--- config.mk ---
export PLATFORM = sky130hd
export DESIGN_NAME = sequential_alu_unit
export DESIGN_NICKNAME = d
export VERILOG_FILES = /design/src/rtl/sequential_alu_unit.sv
export SDC_FILE = /design/constraint.sdc
export NUM_CORES = 1
export LEC_CHECK = 0
export CAP_MARGIN = 20
export CELL_PAD_IN_SITES_DETAIL_PLACEMENT = 1
export CELL_PAD_IN_SITES_GLOBAL_PLACEMENT = 1
export CORE_UTILIZATION = 37
export DETAILED_ROUTE_END_ITERATION = 10
export GPL_TIMING_DRIVEN = 0
export PLACE_DENSITY = 0.83
export RECOVER_POWER = 100
export SYNTH_ARGS = -nofsm -noshare
export SYNTH_HDL_FRONTEND = slang
export SYNTH_SLANG_ARGS = --single-unit
export TNS_END_PERCENT = 30
--- constraint.sdc ---
create_clock -name clk -period 6.1 [get_ports clk]
set_input_delay 1.83 -clock clk [delete_from_list [all_inputs] [get_ports clk]]
set_output_delay 1.83 -clock clk [all_outputs]
set_load 0.02 [all_outputs]
--- src/rtl/sequential_alu_unit.sv ---
// sequential_alu_unit: one-cycle AND/OR/NOR/ADD/SUB/LUI, bit-serial SLL/SRL; done one cycle after accept, or after shamt SHIFT cycles.
// start is sampled only in IDLE and never queued; define ALU_OVERFLOW_EN to enable the signed overflow flag.
module sequential_alu_unit #(
    parameter int DATA_WIDTH  = 32,
    parameter int SHAMT_WIDTH = 5
) (
    input  logic                   clk,
    input  logic                   reset,
    input  logic                   start,
    input  logic [3:0]             alu_operation,
    input  logic [SHAMT_WIDTH-1:0] shamt,
    input  logic [DATA_WIDTH-1:0]  a_data,
    input  logic [DATA_WIDTH-1:0]  b_data,
    output logic                   busy,
    output logic                   done,
    output logic [DATA_WIDTH-1:0]  result,
    output logic                   zero,
    output logic                   op_error,
    output logic                   overflow
);
    localparam logic [3:0] OP_AND = 4'b0000;
    localparam logic [3:0] OP_OR  = 4'b0001;
    localparam logic [3:0] OP_NOR = 4'b0010;
    localparam logic [3:0] OP_ADD = 4'b0011;
    localparam logic [3:0] OP_SUB = 4'b0100;
    localparam logic [3:0] OP_LUI = 4'b0101;
    localparam logic [3:0] OP_SLL = 4'b0110;
    localparam logic [3:0] OP_SRL = 4'b0111;
    localparam int         MSB    = DATA_WIDTH - 1;
    localparam int         HALF   = DATA_WIDTH / 2;

    typedef enum logic [1:0] {IDLE = 2'd0, SHIFT = 2'd1, DONE = 2'd2} state_t;

    state_t                 state, state_next;
    logic [DATA_WIDTH-1:0]  work, work_shifted, imm_result, sum, diff;
    logic [SHAMT_WIDTH-1:0] count;
    logic                   shift_left, imm_error, long_shift, accept, last_shift;

    assign sum          = a_data + b_data;
    assign diff         = a_data - b_data;
    assign accept       = (state == IDLE) && start;
    assign long_shift   = ((alu_operation == OP_SLL) || (alu_operation == OP_SRL)) && (shamt != '0);
    assign last_shift   = (state == SHIFT) && (count == SHAMT_WIDTH'(1));
    assign work_shifted = shift_left ? (work << 1) : (work >> 1);

    // Single-cycle result; a zero-length shift simply passes A through.
    always_comb begin
        imm_result = '0;
        imm_error  = 1'b0;
        case (alu_operation)
            OP_AND:         imm_result = a_data & b_data;
            OP_OR:          imm_result = a_data | b_data;
            OP_NOR:         imm_result = ~(a_data | b_data);
            OP_ADD:         imm_result = sum;
            OP_SUB:         imm_result = diff;
            OP_LUI:         imm_result = {b_data[HALF-1:0], {HALF{1'b0}}};
            OP_SLL, OP_SRL: imm_result = a_data;
            default:        imm_error  = 1'b1;
        endcase
    end

`ifdef ALU_OVERFLOW_EN
    logic imm_ovf, ovf_q;

    always_comb begin
        imm_ovf = 1'b0;
        if (alu_operation == OP_ADD)
            imm_ovf = (a_data[MSB] == b_data[MSB]) && (sum[MSB] != a_data[MSB]);
        else if (alu_operation == OP_SUB)
            imm_ovf = (a_data[MSB] != b_data[MSB]) && (diff[MSB] != a_data[MSB]);
    end

    always_ff @(posedge clk) begin
        if (!reset)
            ovf_q <= 1'b0;
        else if (accept && !long_shift)
            ovf_q <= imm_ovf;
        else if (last_shift)
            ovf_q <= 1'b0;
    end

    assign overflow = ovf_q;
`else
    assign overflow = 1'b0;
`endif

    always_ff @(posedge clk) begin
        if (!reset)
            state <= IDLE;
        else
            state <= state_next;
    end

    always_comb begin
        state_next = state;
        case (state)
            IDLE:    if (start) state_next = long_shift ? SHIFT : DONE;
            SHIFT:   if (count == SHAMT_WIDTH'(1)) state_next = DONE;
            DONE:    state_next = IDLE;
            default: state_next = IDLE;
        endcase
    end

    always_comb begin
        busy = (state != IDLE);
        done = (state == DONE);
    end

    always_ff @(posedge clk) begin
        if (!reset) begin
            work       <= '0;
            count      <= '0;
            shift_left <= 1'b0;
            result     <= '0;
            zero       <= 1'b0;
            op_error   <= 1'b0;
        end else if (accept) begin
            if (long_shift) begin
                work       <= a_data;
                count      <= shamt;
                shift_left <= (alu_operation == OP_SLL);
            end else begin
                result   <= imm_result;
                zero     <= (imm_result == '0);
                op_error <= imm_error;
            end
        end else if (state == SHIFT) begin
            work  <= work_shifted;
            count <= count - 1'b1;
            if (last_shift) begin
                result   <= work_shifted;
                zero     <= (work_shifted == '0);
                op_error <= 1'b0;
            end
        end
    end
endmodule
**Run 1: sequential cells grouped by signal name**

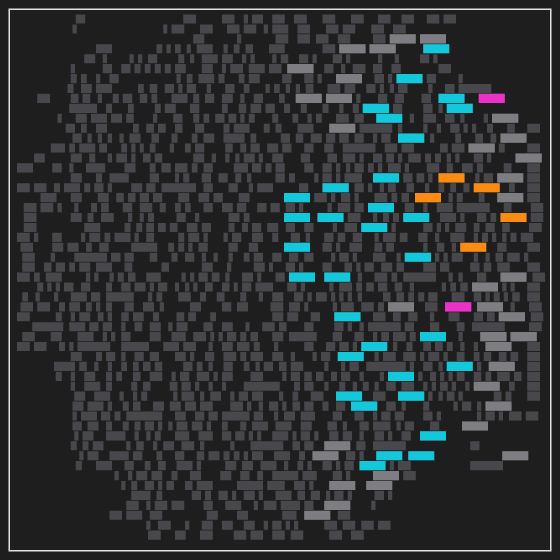
Magenta marks state, flops 2. Orange marks count, flops 5. Cyan marks work, flops 32.

**Run 1: M1 wires**

Supply wires on this layer in grey.
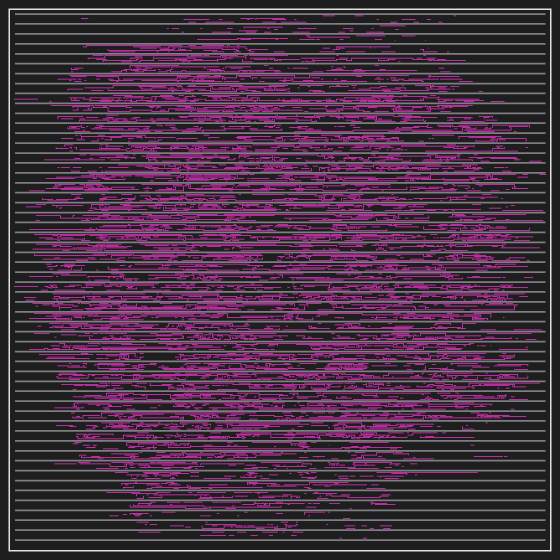
The layer carries 14600 um of wire. The wires run mostly horizontal. The layer holds 40% of the routed length. The longest straight run is 47.8 um. 1224 nets have wire on it.

**Run 1: power grid**

Pins as bars on the die edge.
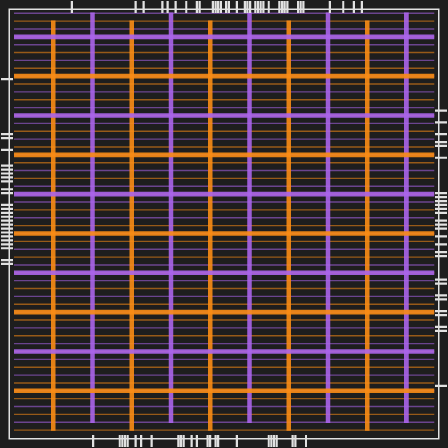
Purple marks VDD. Orange marks VSS.
54 met1 rails follow the rows. 10 straps on met5. The core has 53 rows.

==> summary.txt, run 1 <==
Flow results.

- The number of nets in the synthesized netlist is 1204.
- The transition time recorded at the tightest slew-check pin is 1.05 ns.
- The flow ran to the end, and the final reports show no timing, DRC or antenna violations.
- The final hold violation count recorded for this run is 0.
- The final max-slew violation count recorded for this run is 0.
- The final period utilization is 99.0%.
- The final estimated routing congestion in global placement is 0.965.
- The largest incremental delay on the critical path is 0.55 ns.
- The synthesized instance count is 1091.
- The script computed a power per unit cell area of 189 mW/mm^2.
- At the worst endpoint, the required time is 6.38 ns.
- The clock arrives with 0.00537 ns of skew.
- The post-synthesis instance area is 0.00789 sq mm.
- The cell with the largest stage delay on the worst path is sky130_fd_sc_hd__or4b_4.
- The shortest clock period the worst path allows after layout is 6.04 ns.
- The die footprint is 0.0219 sq mm.
- Per the synth stats, the flop cell with the highest instance count is sky130_fd_sc_hd__dfxtp_1.
- The data arrival time of the critical path is 6.32 ns.
- Across every metal layer, demand over resource in global routing totals 32.4%.
- The fraction of post-synthesis cell area in the top cell type by area is 18.8%.
- After the first detailed-routing iteration, the DRC count stood at 942.
- The overall overflow remaining after global route is 0.
- The achievable frequency is 0.166 GHz.
- The final wirelength is 36200 um.
- The warning tally printed by Yosys for this design is 0.
- The residual DRC count is 0.
- Entering global routing, the biggest net connects 29 pins.
- The fraction of met2 tracks used by global routing is 53.0%.
- Broken down by cell family, the worst path's largest delay share belongs to AND-OR/OR-AND gates.
- sky130_fd_sc_hd__dfxtp_1 takes more of the synthesized area than any other cell.
- The antenna diode instance count is 0.
- The total number of placement rows is 53.
- The CTS sink count is 74.
- In the final routed layout, each cell accounts on average for 24.3 um.
- STA classifies the critical path endpoint as a register.
- For reference, the post-synthesis area per instance comes to 7.23 sq um.
- Per the synth log, the flip-flop and latch total comes to 74.
- As reported, the later end of the worst-skew pair has a clock insertion delay of 0.35 ns.
- The total cells reported by yosys after synthesis is 1091.
- The number of global-route vias before repair is 9417.
- The number of enable flip-flop cells is 0.
- The highest supply drop recorded on VDD is 96.5 uV.
- The fraction of layout cells with a size suffix above 1 is 8.48%.
- The stage-log warning count is 29.
- For this block, the via count after detailed routing is 9610.
- The number of buffer and inverter stages on the critical path is 5.
- The clock transition time at the flip-flop clock pins of the worst setup and hold paths is 0.06 ns.
- The die is 148 um tall.
- Traced cell by cell, the critical path runs through clkdlybuf4s15_1, buf_12, or4b_4, clkbuf_4, nor2_1, a21o_1, inv_1, ha_1, or2b_4, a21o_4, a311o_1, o21bai_1, a221oi_2, o31a_1, nor4_2, a211oi_2, buf_4, a211o_1, a21boi_1.
- STA reports the tightest min-delay check as being of type register to register.
- Across all checked pins, the minimum headroom to the slew limit is 29.1%.
- The most frequently used library cell after synthesis is sky130_fd_sc_hd__nand2_1.
- The initial antenna violation count is 0.
- The synthesis report lists the most area-consuming cells as sky130_fd_sc_hd__dfxtp_1 (19%), sky130_fd_sc_hd__nand2_1 (7.2%), sky130_fd_sc_hd__ha_1 (5.7%).
- In this run the register-to-register setup slack is 2.98 ns.
- The first detailed-routing pass ran for 5 iterations.
- The number of maximum-capacitance violations is 0.
- The endpoint of the worst register-to-register path is result[2].
- The highest fanout seen on the critical path is 28.
- The last timing report of the flow puts the setup violation total at 0.
- Note, the detailed placer reported a final HPWL of 27900 um.
- The capture point of the critical path was reported as result[29].
run 1: power by group:
group	switching (mW)	internal (mW)
clock network	0.210	0.337
registers	0.0195	0.508
logic	0.508	0.298
total	0.738	1.14
run 1: placed cells by master (no fill, tap or decap), drive strengths merged, types with 7 or more instances in the layout:
master,instances
and2,9
a22o,15
nor4,14
xor2,17
nor2,76
o21ai,45
buf,32
a211oi,16
dfxtp,74
mux2i,28
clkbuf,66
nand2b,15
or3,10
nand4,13
dlygate4sd3,37
clkdlybuf4s50,56
a22oi,23
a21o,26
a31oi,8
o211ai,49
nand2,151
ha,36
o21a,7
a21oi,71
o31ai,19
maj3,14
and3,12
nand3,23
inv,15
nor2b,22
a21boi,50
xnor2,28
nor3,28
a221oi,8
run 1: routing by layer:
layer  up-vias  part of all wire [%]
met3        94                   8.5
met1      4722                    40
met5         -                     0
li1       4311                     -
met4         0                   4.1
met2       483                    47
run 1: worst reg2reg max path, stage by stage, from the launching register on:
cell,delay [ns]
sky130_fd_sc_hd__dfxtp_1,0.35
sky130_fd_sc_hd__nor2_1,0.21
sky130_fd_sc_hd__and2_1,0.18
sky130_fd_sc_hd__clkbuf_1,0.41
sky130_fd_sc_hd__a221o_1,0.30
sky130_fd_sc_hd__clkbuf_1,0.60
sky130_fd_sc_hd__clkbuf_1,0.55
sky130_fd_sc_hd__o211ai_1,0.25
sky130_fd_sc_hd__a21boi_0,0.19
run 1: cells by family (layout without fill, tap and decap cells):
logic type                 after synthesis  after routing  synth area share, %
AOI/OAI and AO/OA                      387            387                 34.5
xor gates and xnor gates                45             45                 5.00
adders and majority gates               51             51                 7.74
buffers and inverters                   95            219                 4.76
DFF                                     74             74                 18.8
muxes                                   29             29                 3.70
other                                    1              1               0.0476
and+or+nand+nor                        409            409                 25.5
run 1: repair_timing:
| item | CTS | global route |
|---|---|---|
| endpoints found under the setup margin | 28 | 10 |
| gates resized | 28 | 51 |
| pin swaps | 5 | 12 |
| buffers inserted | 5 | 8 |
run 1: flip-flops by register name (all words and copies together), names as in the netlist:
name	flops
op_error	1
state	2
zero	1
work	32
shift_left	1
result	32
count	5
run 1: final cells by class:
| type | instances | area (sq um) |
|---|---|---|
| Buffer | 73 | 322 |
| Clock buffer | 11 | 253 |
| Clock inverter | 5 | 52.6 |
| Fill cell | 2643 | 11000 |
| Inverter | 15 | 56.3 |
| Multi-Input combinational cell | 922 | 6340 |
| Sequential cell | 74 | 1480 |
| Tap cell | 275 | 344 |
| Timing Repair Buffer | 115 | 1110 |
run 1: metrics by stage:
stage,setup TNS [ns],std cells,util (%),instance area (sq um),worst slack [ns]
after global placement,-25.33,1467,44.2,9250,-1.69
final,0,1490,47.5,9960,0.0606
after CTS,0,1483,46.1,9660,0.00217
after detailed placement,-28.27,1468,44.2,9260,-1.79
after floorplan,0,1091,-,7900,0.0183
after global routing,-0.0495,1490,47.5,9960,-0.0320
run 1: how the worst min path moves through the flow:
stage	to	from	cells past startpoint	slack, ns
global route	result[29]	result[29]	2	0.48
finish	result[26]	result[26]	2	0.46
global placement	result[29]	result[29]	2	0.45
detailed placement	result[26]	result[26]	2	0.45
CTS	result[26]	result[26]	2	0.46
floorplan	work[12]	work[12]	2	0.45
--- run 2 (diff from run 1) ---
--- a/config.mk
+++ b/config.mk
@@ -5,7 +5,6 @@
 export SDC_FILE = /design/constraint.sdc
 export NUM_CORES = 1
 export LEC_CHECK = 0
-export CAP_MARGIN = 20
 export CELL_PAD_IN_SITES_DETAIL_PLACEMENT = 1
 export CELL_PAD_IN_SITES_GLOBAL_PLACEMENT = 1
 export CORE_UTILIZATION = 37
**Run 2: M1 wires**

Supply wires on this layer in grey.
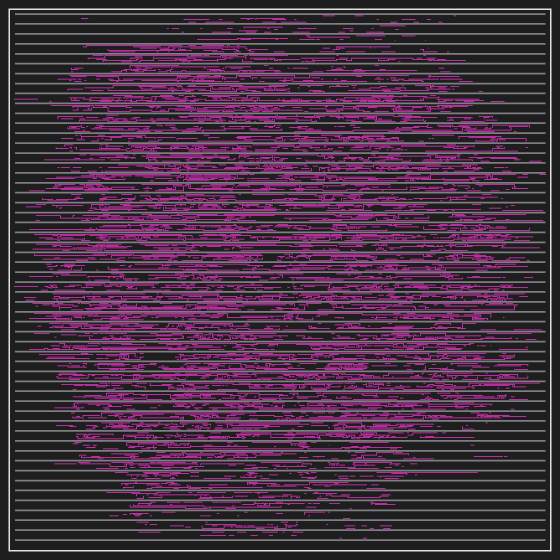
The longest straight run is 47.8 um. The layer holds 40% of the routed length.

**Run 2: power grid**

Pins as bars on the die edge.
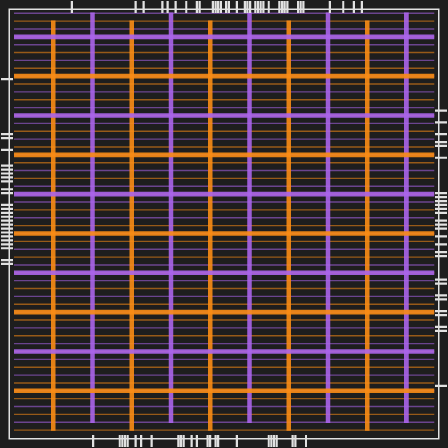
Purple marks VDD. Orange marks VSS.
54 met1 rails follow the rows. 10 straps on met5. The core has 53 rows. 10 straps on met4. 113 signal pins sit on the boundary.

==> summary.txt, run 2 <==
Flow results.

- The total cells reported by yosys after synthesis is 1091 (unchanged).
- The total number of placement rows came to 53 (unchanged).
- The critical path launch point is alu_operation[2].
- The top cell type in the final layout, fill and taps aside, is sky130_fd_sc_hd__nand2_1.
- The sum of negative setup slack was 0 ns (unchanged).
- The count of synthesis-stage warnings from yosys is 0 (unchanged).
- The registers reported with the highest flop counts are result x32, work x32, count x5.
- The flow ran to the end, and the final reports show no timing, DRC or antenna violations.
- The global-route wire length before repair is 54400 um.
- The H-tree depth reported by CTS is 3.
- The number of enable flip-flop cells is 0 (unchanged).
- The global-route usage over all layers is 32.4% (unchanged).
- Port buffering added 101 buffers.
- In this run the worst hold path is classified as register to register.
- The post-layout total power is 1.88 mW.
- The DRC marker count from the first detailed-route iteration is 942 (unchanged).
- The final wirelength is 36200 um (unchanged).
- Per the synthesis report, the number of distinct cell types is 80.
- The script extracted a total leakage power of 3.76 nW.
- In the layout the commonest cells are sky130_fd_sc_hd__nand2_1 (151), sky130_fd_sc_hd__dfxtp_1 (74), sky130_fd_sc_hd__nor2_1 (73).
- The count of filler cells inserted in the layout is 2643 (unchanged).
- The setup slack on the worst flop-to-flop path came to 2.98 ns (about the same).
- The register area was 0.00148 sq mm (unchanged).
- The die footprint is 0.0219 sq mm (unchanged).
- The core region is 0.0210 sq mm.
- The achievable frequency was 0.166 GHz (unchanged).
- The final estimated routing congestion in global placement is 0.965 (unchanged).
- The TritonCTS buffer count is 9.
- Hold timing on the final database bottoms out at a slack of 0.461 ns.
- The critical path data required time was 6.38 ns (about the same).
- The mean post-synth cell area was 7.23 sq um (unchanged).
- The worst-case clock buffer depth is 2.
- The total via count after detailed routing came to 9610 (unchanged).
- The per-cell routed wire length was 24.3 um (unchanged).
- The post-synthesis instance area is 0.00789 sq mm (unchanged).
- The slew at the pin closest to its max-slew limit is 1.05 ns (unchanged).
- The startpoint identified for the worst register-to-register timing path is state[1].
- The cell area after placement is 0.00926 sq mm (unchanged).
- The worst slack at placement came to -1.79 ns (unchanged).
- The capture point of the worst register-to-register path is recorded as result[2].
- The fraction of post-synthesis cell area in the top cell type by area is 18.8% (unchanged).
- The insertion delay of the later-clocked pin in the worst-skew pair is 0.35 ns (about the same).
- Sorting the synthesis cell report by count puts at the top sky130_fd_sc_hd__nand2_1.
- The synthesized instance count is 1091 (unchanged).
- STA classifies the critical path endpoint as a register.
- The number of maximum-capacitance violations is 0 (unchanged).
- The worst-case vdd ir drop came to 96.5 uV (unchanged).
- The first-pass iteration count of the detailed router is 5 (unchanged).
- The most common flop cell mapped by yosys is sky130_fd_sc_hd__dfxtp_1.
- The post-synthesis sequential element count came to 74 (unchanged).
- The final number of max-transition violations came to 0 (unchanged).
- The number of nets at floorplan is 1204 (unchanged).
- The count of final setup violators is 0 (unchanged).
- The final period utilization is 99.0% (unchanged).
- The number of hold violations in the final report was 0 (unchanged).
- The worst-case hold path end point is result[26].
- The register area share after synthesis is 18.8%.
- The clock transition time at the flip-flop clock pins of the worst setup and hold paths is 0.06 ns (about the same).
- The number of cells after detailed placement is 1468 (unchanged).
- The hold buffer count at CTS is 0.
- The number of stages on the worst hold path is 2 (unchanged).
- The area of the multi-input gates is 0.00634 sq mm (unchanged).
- The relative slew slack is 29.1% (unchanged).
- The cell type that accounts for the most area after synthesis is sky130_fd_sc_hd__dfxtp_1.
- The depth of the worst register-to-register path is 8.
- The fraction of layout cells with a size suffix above 1 was 8.48% (unchanged).
- The horizontal die size is 148 um.
- The core utilization before placement is 37.6%.
- The kind of start point of the critical path is an input pin.
- The least setup slack across all paths after layout is 0.0606 ns (unchanged).
- The layout net count is 1323.
- The shortest clock period the worst path allows after layout came to 6.04 ns (unchanged).
- The maximum number of pins on one net before global-route repair is 29 (unchanged).
- The chip area estimate from yosys synthesis is 0.00789 sq mm.
- The initial antenna violation count came to 0 (unchanged).
- The final non-filler cell area is 0.00996 sq mm (unchanged).
- The overall overflow remaining after global route is 0 (unchanged).
- The HPWL reported at the end of detailed placement came to 27900 um (unchanged).
- The power per unit of standard cell area was 189 mW/mm^2 (unchanged).
- Per the hold report, the tightest min-delay path originates at result[26].
- The clock tree from TritonCTS is yes.
- The final antenna-violating net count is 0.
- The commonest cells after synthesis are sky130_fd_sc_hd__nand2_1 (151), sky130_fd_sc_hd__nor2_1 (76), sky130_fd_sc_hd__dfxtp_1 (74), sky130_fd_sc_hd__a21oi_1 (70), sky130_fd_sc_hd__clkbuf_1 (59).
- Per the CTS log, the root buffer master is sky130_fd_sc_hd__clkbuf_16.
- The main area contributors are sky130_fd_sc_hd__dfxtp_1 (19%), sky130_fd_sc_hd__nand2_1 (7.2%), sky130_fd_sc_hd__ha_1 (5.7%).
- The die outline height was 148 um (unchanged).
- Per the synth stats, the proportion of register bits with asynchronous set or reset is 0%.
- The critical path start-end classification is input pin to register.
- The residual DRC count was 0 (unchanged).
- The count of non-filler cells in the finished layout is 1490 (unchanged).
- The CTS sink count is 74 (unchanged).
- The stage-log warning count is 29 (unchanged).
- The final design utilization is 47.5% (unchanged).
- The final setup skew is 0.00537 ns (unchanged).
- The floorplan report gives the top-level pin count as 113.
- Relative to the synthesized area, the layout overhead comes to 26.3%.
- The antenna diode instance count was 0 (unchanged).
- The vias per cell is 6.45.
- The data arrival time of the critical path is 6.32 ns (about the same).
- The number of global-route vias before repair was 9417 (unchanged).
- The highest fanout seen on the critical path is 28 (unchanged).
==> run 2: cell counts after synthesis <==
Identical to the previous run, type by type.
==> run 2: final cells by class <==
cell class | instances | area share (%)
buffer | 73 | 3.23
clock buffer | 11 | 2.54
clock inverter | 5 | 0.528
inverter | 15 | 0.565
multi-input combinational | 922 | 63.7
sequential | 74 | 14.9
tap | 275 | 3.45
timing repair buffer | 115 | 11.2
==> run 2: worst max path at each step <==
stage / slack [ns] / depth (start not counted) / to
2_1_floorplan: 0.02 / 19 / zero
3_3_place_gp: -1.69 / 19 / zero
3_5_place_dp: -1.79 / 19 / zero
4_1_cts: 0.002 / 18 / zero
5_1_grt: -0.03 / 18 / zero
6_report: 0.06 / 19 / result[29]
==> run 2: where the power goes <==
| part | leakage, nW | internal (mW) | switching [mW] |
|---|---|---|---|
| registers | 0.601 | 0.508 | 0.0195 |
| logic | 3.00 | 0.298 | 0.508 |
| clock network | 0.151 | 0.337 | 0.210 |
==> run 2: worst max-delay path, cell delays in order <==
cell                              delay [ns]
sky130_fd_sc_hd__clkdlybuf4s15_1        0.34
sky130_fd_sc_hd__buf_12                 0.22
sky130_fd_sc_hd__or4b_4                 0.55
sky130_fd_sc_hd__clkbuf_4               0.18
sky130_fd_sc_hd__nor2_1                 0.09
sky130_fd_sc_hd__a21o_1                 0.16
sky130_fd_sc_hd__inv_1                  0.07
sky130_fd_sc_hd__ha_1                   0.26
sky130_fd_sc_hd__or2b_4                 0.26
sky130_fd_sc_hd__a21o_4                 0.23
sky130_fd_sc_hd__a311o_1                0.35
sky130_fd_sc_hd__o21bai_1               0.34
sky130_fd_sc_hd__a221oi_2               0.15
sky130_fd_sc_hd__o31a_1                 0.39
sky130_fd_sc_hd__nor4_2                 0.22
sky130_fd_sc_hd__a211oi_2               0.08
sky130_fd_sc_hd__buf_4                  0.16
sky130_fd_sc_hd__a211o_1                0.29
sky130_fd_sc_hd__a21boi_1               0.13
==> run 2: timing repair <==
| action | in CTS | in global routing |
|---|---|---|
| resized | 28 | 51 |
| endpoints found under the setup margin | 28 | 10 |
| setup buffers | 5 | 8 |
| pin swaps | 5 | 12 |
==> run 2: cell families (layout without fill, tap and decap cells) <==
kind of cell / count (synthesis) / count (layout) / share of synthesized area [%]
buffers and inverters: 95 / 219 / 4.76
flip-flops: 74 / 74 / 18.8
XOR/XNOR: 45 / 45 / 5.00
other: 1 / 1 / 0.0476
adder cells (fa/ha/maj): 51 / 51 / 7.74
AND/OR/NAND/NOR: 409 / 409 / 25.5
AND-OR/OR-AND: 387 / 387 / 34.5
multiplexers: 29 / 29 / 3.70
==> run 2: layer usage <==
metal / part of all wire [%] / up-vias / GRT usage [%]
met4: 4.1 / 0 / 16.0
met3: 8.5 / 94 / 3.46
li1: - / 4311 / -
met5: 0 / - / 0
met2: 47 / 483 / 53.0
met1: 40 / 4722 / 42.3
**Run 2: clock wiring as the flow saved it**

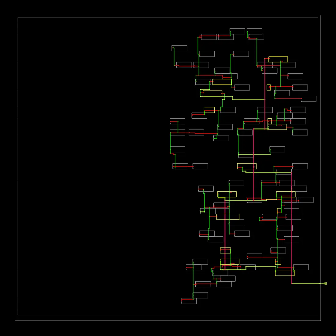

--- run 3 (diff from run 2) ---
==> config.mk (replaced) <==
export PLATFORM = sky130hd
export DESIGN_NAME = sequential_alu_unit
export DESIGN_NICKNAME = d
export VERILOG_FILES = /design/src/rtl/sequential_alu_unit.sv
export SDC_FILE = /design/constraint.sdc
export NUM_CORES = 1
export LEC_CHECK = 0
export CORE_UTILIZATION = 51
export DETAILED_ROUTE_END_ITERATION = 10
export GPL_TIMING_DRIVEN = 0
export PLACE_DENSITY = 0.82
export RECOVER_POWER = 100
export SKIP_CTS_REPAIR_TIMING = 1
export SYNTH_ARGS = -nofsm -noshare
export SYNTH_HDL_FRONTEND = slang
export SYNTH_SLANG_ARGS = --single-unit
export TNS_END_PERCENT = 30
**Run 3: clock wiring as the flow saved it**

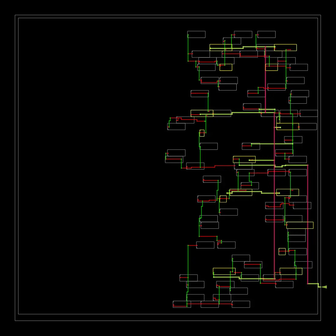
Seq cells: 74
CLK BUF: 12
total clock buffers created by CTS: 9
Setup Skew: 0.00702 ns

**Run 3: sequential cells grouped by signal name**

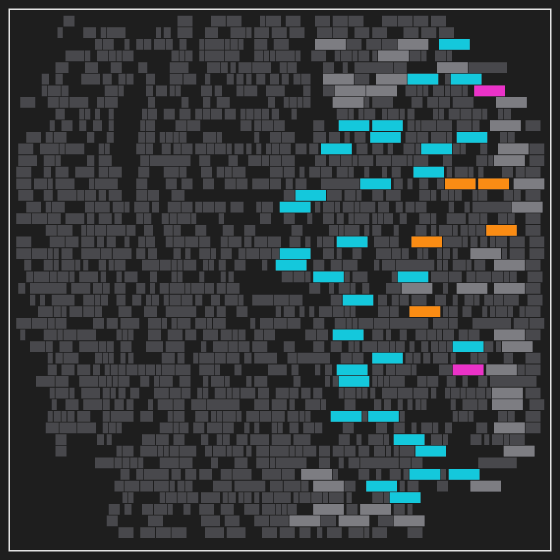
Cyan marks work, flops 32. Orange marks count, flops 5, where east. Magenta marks state, flops 2.
Another 35 sequential cells are not coloured.

==> summary.txt, run 3 <==
Flow results.

- The final period utilization is 100% (+1.2 points).
- The hold slack is 0.449 ns (-0.0124 ns).
- The worst-case vdd ir drop is 161 uV (+67%).
- For this run the top cell type by instance count after synthesis was sky130_fd_sc_hd__nand2_1.
- The global-route usage over all layers is 38.0% (+5.6 points).
- The synthesized instance count is 1091 (unchanged).
- The count of final setup violators was 1 (+1).
- The global-route wire length before repair is 47000 um (-14%).
- The final antenna-violating net count is 0 (unchanged).
- The destination of the critical timing path is zero.
- The data arrival time of the critical path is 6.40 ns (+0.08 ns).
- The setup slack on the worst flop-to-flop path is 3.12 ns (+0.14 ns).
- The number of nets at floorplan came to 1204 (unchanged).
- The fraction of layout cells with a size suffix above 1 is 6.85% (-1.6 points).
- The layout net count came to 1320 (-0.23%).
- The number of port buffers came to 101 (unchanged).
- The worst setup path is launched from an input pin.
- In the synthesized netlist the dominant register cell turns out to be sky130_fd_sc_hd__dfxtp_1.
- The first-pass iteration count of the detailed router was 6 (+1).
- The mean post-synth cell area is 7.23 sq um (unchanged).
- The cell with the largest stage delay on the worst path is sky130_fd_sc_hd__or4b_4.
- The vias per cell is 6.73 (+4.4%).
- The final design utilization is 63.9% (+16 points).
- The total via count after detailed routing is 9425 (-1.9%).
- The clock tree from TritonCTS is yes.
- The achievable frequency is 0.164 GHz (-1.2%).
- The depth of the worst register-to-register path is 8 (unchanged).
- The largest incremental delay on the critical path is 0.60 ns (+0.05 ns).
- The chip area estimate from yosys synthesis is 0.00789 sq mm (unchanged).
- The number of logic stages on the critical path including buffering is 18 (-1).
- The count of synthesis-stage warnings from yosys is 0 (unchanged).
- The number of global-route vias before repair is 8663 (-8.0%).
- The CTS sink count is 74 (unchanged).
- The critical path start-end classification is input pin to register.
- The initial antenna violation count came to 0 (unchanged).
- The leakage power is 3.72 nW (-0.91%).
- The HPWL reported at the end of detailed placement came to 23800 um (-15%).
- The number of buffer and inverter stages on the critical path was 5 (unchanged).
- The maximum number of pins on one net before global-route repair is 13 (-55%).
- The power per unit of standard cell area is 189 mW/mm^2 (about the same).
- The endpoint of the worst register-to-register path is result[13].
- The highest fanout seen on the critical path is 10 (-64%).
- The total number of placement rows is 45 (-15%).
- The sum of negative setup slack is -0.0157 ns (-0.0157 ns).
- The synthesis-to-layout area growth is 22.7%.
- The number of enable flip-flop cells is 0 (unchanged).
- The tree is rooted in a sky130_fd_sc_hd__clkbuf_16.
- The number of hold violations in the final report is 0 (unchanged).
- The die outline height is 126 um (-15%).
- The final estimated routing congestion in global placement is 1.02 (+6.1%).
- The final wirelength came to 30700 um (-15%).
- The most common logic cells in the final layout are sky130_fd_sc_hd__nand2_1 (151), sky130_fd_sc_hd__nor2_1 (75), sky130_fd_sc_hd__dfxtp_1 (74).
- The slew at the pin closest to its max-slew limit is 1.05 ns (+0.00545 ns).
- The least setup slack across all paths after layout was -0.0157 ns (-0.0762 ns).
- The overall overflow remaining after global route is 0 (unchanged).
- The startpoint identified for the worst register-to-register timing path is shift_left.
- The DRC marker count from the first detailed-route iteration is 1311 (+39%).
- The area inside the core boundary is 0.0151 sq mm (-28%).
- The H-tree depth reported by CTS is 3 (unchanged).
- The fraction of post-synthesis cell area in the top cell type by area is 18.8% (unchanged).
- Setup repair after global routing could not meet its margin everywhere.
- The worst-case clock buffer depth is 2 (unchanged).
- The final non-filler cell area was 0.00967 sq mm (-2.9%).
- In this run the critical path is formed by buf_2, clkbuf_4, clkbuf_4, or4b_4, buf_6, a21o_1, inv_1, ha_1, or2b_4, a21o_2, a211oi_1, or4_1, a31o_1, or4_4, nor4_4, and4_1, and4_1, a32o_1.
- The flow ran to the end, but the final reports show violations.
- The main area contributors are sky130_fd_sc_hd__dfxtp_1 (19%), sky130_fd_sc_hd__nand2_1 (7.2%), sky130_fd_sc_hd__ha_1 (5.7%).
- The stage-log warning count was 30 (+3.4%).
- The launch point of the critical path was reported as alu_operation[1].
- The clock transition time at the flip-flop clock pins of the worst setup and hold paths is 0.06 ns (about the same).
- The number of stages on the worst hold path is 2 (unchanged).
- The per-cell routed wire length was 21.9 um (-9.8%).
- The most common logic cell in the final layout is sky130_fd_sc_hd__nand2_1.
- In the final layout, the registers with the most flip-flops are result x32, work x32, count x5.
- The post-synthesis sequential element count is 74 (unchanged).
- The horizontal die size is 126 um (-15%).
- The relative slew slack came to 28.8% (-0.37 points).
- For reference, the top cells by count after synthesis are sky130_fd_sc_hd__nand2_1 (151), sky130_fd_sc_hd__nor2_1 (76), sky130_fd_sc_hd__dfxtp_1 (74), sky130_fd_sc_hd__a21oi_1 (70), sky130_fd_sc_hd__clkbuf_1 (59).
- The checks that failed: setup timing.
- The number of maximum-capacitance violations came to 0 (unchanged).
- Per the synthesis report, the dominant area consumer among library cells is sky130_fd_sc_hd__dfxtp_1.
- The die footprint came to 0.0160 sq mm (-27%).
- The total cells reported by yosys after synthesis is 1091 (unchanged).
- The critical path capture point type is a register.
- The residual DRC count is 0 (unchanged).
- The cell area after placement was 0.00915 sq mm (-1.2%).
- The register area share after synthesis was 18.8% (unchanged).
- The antenna diode instance count came to 0 (unchanged).
- The count of unique library cells instantiated by Yosys came to 80 (unchanged).
- The most critical min-delay path falls under register to register.
- The critical path data required time is 6.38 ns (about the same).
- The async set-reset flop share out of synthesis was 0% (unchanged).
- The post-synthesis instance area was 0.00789 sq mm (unchanged).
- The core utilization before placement is 52.1% (+14 points).
- The post-layout total power is 1.83 mW (-3.0%).
- The shortest clock period the worst path allows after layout was 6.12 ns (+0.0762 ns).
- The insertion delay of the later-clocked pin in the worst-skew pair is 0.34 ns (about the same).
- In this design, the largest share of critical-path delay is due to simple AND/OR/NAND/NOR gates.
- The number of top-level design ports is 113 (unchanged).
- The final number of max-transition violations was 0 (unchanged).
==> run 3: cell types whose count changed in the layout (fill, tap and decap cells not counted), moves of 3 or more <==
cell | previous run | this run
sky130_fd_sc_hd__buf_4 | 14 | 10
sky130_fd_sc_hd__ha_1 | 31 | 35
sky130_fd_sc_hd__dlymetal6s2s_1 | 2 | 5
sky130_fd_sc_hd__dlygate4sd2_1 | 5 | 0
sky130_fd_sc_hd__a21oi_1 | 67 | 70
sky130_fd_sc_hd__ha_4 | 3 | 0
sky130_fd_sc_hd__a21oi_2 | 4 | 1
==> run 3: kinds of logic after synthesis <==
family / after synthesis / synth area share [%]
xor+xnor: 45 / 5.00
fa+ha+maj: 51 / 7.74
buf+inv: 95 / 4.76
flops: 74 / 18.8
simple gates: 409 / 25.5
mux: 29 / 3.70
compound gates: 387 / 34.5
other cells: 1 / 0.0476
==> run 3: stage by stage <==
| step | setup slack [ns] | cells |
|---|---|---|
| final | -0.0157 | 1400 |
| after global routing | -0.0718 | 1400 |
| after CTS | -1.22 | 1396 |
| after detailed placement | -1.56 | 1380 |
| after global placement | -1.56 | 1380 |
| after floorplan | 0.0183 | 1091 |
==> run 3: final cells by class <==
cell class                      count  area, sq um
Multi-Input combinational cell    922         6180
Fill cell                        1365         5470
Sequential cell                    74         1480
Timing Repair Buffer              110         1080
Buffer                             75          335
Clock buffer                       12          256
Tap cell                          188          235
Inverter                           15         56.3
Clock inverter                      4         50.0
==> run 3: how the worst min path moves through the flow <==
stage / startpoint / endpoint
3_3_place_gp: result[29] / result[29]
5_1_grt: result[14] / result[14]
2_1_floorplan: work[12] / work[12]
4_1_cts: result[26] / result[26]
6_report: result[26] / result[26]
3_5_place_dp: result[26] / result[26]
==> run 3: metal layers <==
metal,up-vias,wire length (um),GRT usage (%)
met5,-,0,0
met4,0,1480,18.6
met3,107,3630,7.55
met2,619,13500,60.0
met1,4378,12000,49.6
li1,4321,-,-
==> run 3: report_power, final <==
part           internal (mW)  switching [mW]
logic                  0.284           0.468
registers              0.508          0.0182
clock network          0.338           0.209
==> run 3: tightest hold or removal path, stage by stage (launching register included) <==
cell and delay (ns):
sky130_fd_sc_hd__dfxtp_1 0.30, sky130_fd_sc_hd__nand3_1 0.06, sky130_fd_sc_hd__nand2_1 0.04
Power and IR drop assume default switching activity.
